`config.mk`:
```
export PLATFORM = sky130hd
export DESIGN_NAME = rr_arbiter8
export DESIGN_NICKNAME = d
export VERILOG_FILES = /design/src/rtl/rr_arbiter_pkg.sv /design/src/rtl/DMux8Way.sv /design/src/rtl/rr_arbiter8.sv
export SDC_FILE = /design/constraint.sdc
export NUM_CORES = 1
export LEC_CHECK = 0
export ABC_AREA = 1
export CAP_MARGIN = 5
export CORE_MARGIN = 10
export CORE_UTILIZATION = 30
export CTS_CLUSTER_DIAMETER = 100
export DETAILED_ROUTE_END_ITERATION = 10
export PLACE_DENSITY_LB_ADDON = 0.2
export RECOVER_POWER = 100
export SYNTH_ARGS = -nofsm -noshare
export SYNTH_HDL_FRONTEND = slang
export SYNTH_SLANG_ARGS = --single-unit
```
`constraint.sdc`:
```
create_clock -name clk -period 2.2 [get_ports clk]
set_input_delay 0.44 -clock clk [delete_from_list [all_inputs] [get_ports clk]]
set_output_delay 0.44 -clock clk [all_outputs]
set_load 0.01 [all_outputs]
```
`src/rtl/rr_arbiter_pkg.sv`:
```
// Shared types and sizes for the 8-way round-robin arbiter.
package rr_arbiter_pkg;

  typedef enum logic [1:0] {IDLE, GRANT, REL} arb_state_t;

  localparam int NUM_REQ = 8;
  localparam int SEL_W   = 3;

endpackage

```
`src/rtl/DMux8Way.sv`:
```
// 1-to-8 demultiplexer: routes 'in' to the output chosen by 'sel', all others low.
module DMux8Way (
  input  logic       in,
  input  logic [2:0] sel,
  output logic       a,
  output logic       b,
  output logic       c,
  output logic       d,
  output logic       e,
  output logic       f,
  output logic       g,
  output logic       h
);

  assign a = in & (sel == 3'd0);
  assign b = in & (sel == 3'd1);
  assign c = in & (sel == 3'd2);
  assign d = in & (sel == 3'd3);
  assign e = in & (sel == 3'd4);
  assign f = in & (sel == 3'd5);
  assign g = in & (sel == 3'd6);
  assign h = in & (sel == 3'd7);

endmodule

```
`src/rtl/rr_arbiter8.sv`:
```
// Round-robin arbiter for 8 requesters with bounded hold time and a dead cycle between grants.
module rr_arbiter8
  import rr_arbiter_pkg::*;
#(
  parameter int MAX_HOLD = 4,
  parameter int CNT_W    = 4
) (
  input  logic               clk,
  input  logic               reset,
  input  logic [NUM_REQ-1:0] req,
  output logic [NUM_REQ-1:0] grant,
  output logic [SEL_W-1:0]   sel,
  output logic               busy,
  output logic               rel_pulse
);

  arb_state_t         state, state_nxt;
  logic [CNT_W-1:0]   hold_cnt;
  logic [SEL_W-1:0]   ptr;
  logic               any_req;
  logic               leave;
  logic [SEL_W-1:0]   winner;

  // Rotate so ptr sits at bit 0, take the lowest set bit, then undo the rotation.
  function automatic logic [SEL_W-1:0] rr_pick(input logic [NUM_REQ-1:0] r,
                                               input logic [SEL_W-1:0]   p);
    logic [2*NUM_REQ-1:0] dbl;
    logic [NUM_REQ-1:0]   rot;
    logic [SEL_W-1:0]     idx;
    dbl = {r, r};
    rot = dbl[p +: NUM_REQ];
    idx = '0;
    for (int i = NUM_REQ - 1; i >= 0; i--) begin
      if (rot[i]) idx = SEL_W'(i);
    end
    return idx + p;
  endfunction

  assign any_req = |req;
  assign winner  = rr_pick(req, ptr);
  assign leave   = !req[sel] || (hold_cnt == CNT_W'(MAX_HOLD - 1));

  always_ff @(posedge clk or posedge reset) begin
    if (reset) state <= IDLE;
    else       state <= state_nxt;
  end

  always_comb begin
    state_nxt = state;
    unique case (state)
      IDLE:    if (any_req) state_nxt = GRANT;
      GRANT:   if (leave)   state_nxt = REL;
      REL:     state_nxt = IDLE;
      default: state_nxt = IDLE;
    endcase
  end

  always_comb begin
    busy      = 1'b0;
    rel_pulse = 1'b0;
    unique case (state)
      GRANT:   busy      = 1'b1;
      REL:     rel_pulse = 1'b1;
      default: ;
    endcase
  end

  // sel/ptr/hold_cnt only move at a decision or inside a grant.
  always_ff @(posedge clk or posedge reset) begin
    if (reset) begin
      sel      <= '0;
      ptr      <= '0;
      hold_cnt <= '0;
    end else begin
      if (state == IDLE && any_req) begin
        sel      <= winner;
        hold_cnt <= '0;
      end else if (state == GRANT) begin
        if (leave) ptr      <= sel + SEL_W'(1);
        else       hold_cnt <= hold_cnt + CNT_W'(1);
      end
    end
  end

  DMux8Way u_dmux (
    .in  (busy),
    .sel (sel),
    .a   (grant[0]),
    .b   (grant[1]),
    .c   (grant[2]),
    .d   (grant[3]),
    .e   (grant[4]),
    .f   (grant[5]),
    .g   (grant[6]),
    .h   (grant[7])
  );

endmodule

```
Signal wires on met1:
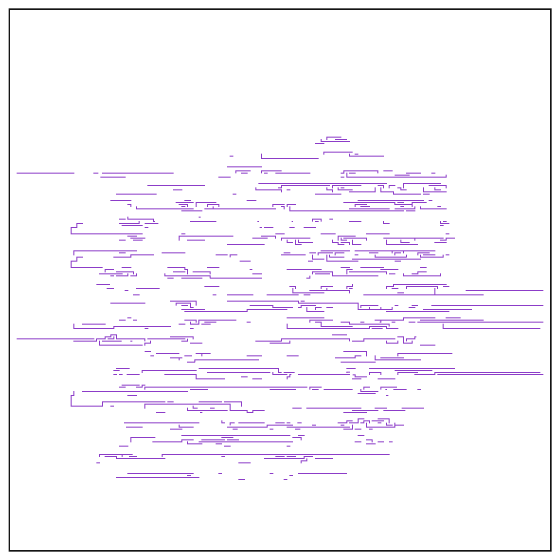
- wire length on this layer: 1720 um
- share of all routed wire: 48%
- longest straight run: 36.8 um
- main direction: horizontal
WL final: 3601 um
met1 Usage GRT: 12.58%

Placement density heat map:
9 x 9 tiles, from white (low) to dark blue (high), 0 to 100% covered.
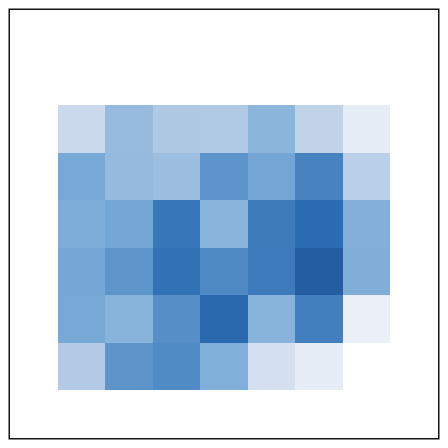
- nearly empty tiles: 49%
- tiles over 75% full: 3.7%
- densest ninth of the die: center
- fullest tile: 82%
- mean over tiles: 25%
- emptiest ninth of the die: north-east
Initial Util: 31.11%
CORE AREA: 0.004384 mm2
Finished Core Util: 44.35%

==> impl_metrics.toml <==
# generated from flow reports
[pwr]
clock_power_mw = 0.248
switching_share_pct = 48.88
pwr_density_cell_mw_per_mm2 = 1452
comb-power_mw = 2.14
p_leak_nw = 1.056

[hold_path]
hold_depth = 2

[synthesis]
top_cells_by_area = "dfrtp_1, nand2_1, nand3_1"
fa_ha_area_share_pct = 8.807
ys_chip_area_mm2 = 0.001364
syn_inst = 206
async_flop_share_pct = 100.0

[detailed_routing]
wl_met3_um = 80
ant_nets = 0
drt-met1-wl_um = 1716
vias = 1399

[status]
violations = "setup timing"
outcome = "finished, violations left"

[placed_design]
post-place-ws_ns = -0.6606
dp_hpwl_um = 2870

[clocking]
numCtsBuffers = 3
cts_sinks = 12
clock_latency_ns = 0.25
cts-root-buf = "clkbuf_8"

[global_route]
grt_pass1_wl_um = 6299
antenna_found_initial = 0
grt_max_degree = 13

[setup_path]
rr_endpoint = "sel[2]"
start_kind = "flop"
crit_type = "reg -> reg"
slowest_stage = "dfrtp_2"
critical_path_depth = 20
arrival_ns = 2.49

[finish]
register_area_um2 = 302.8
n_antenna_cell = 0
reg_top3 = "hold_cnt (4), ptr (3), sel (3)"
num-clock-buffers = 4

[timing]
fin_ws_ns = -0.1527
setup_viol = 2
final.setup.tns_ns = -0.1612
fin_crit_ns = 2.353
timing.fmax_mhz = 425.0

[job]
drv_cap = 0

[floorplan]
die_w_um = 87.43
die-area_mm2 = 0.007643
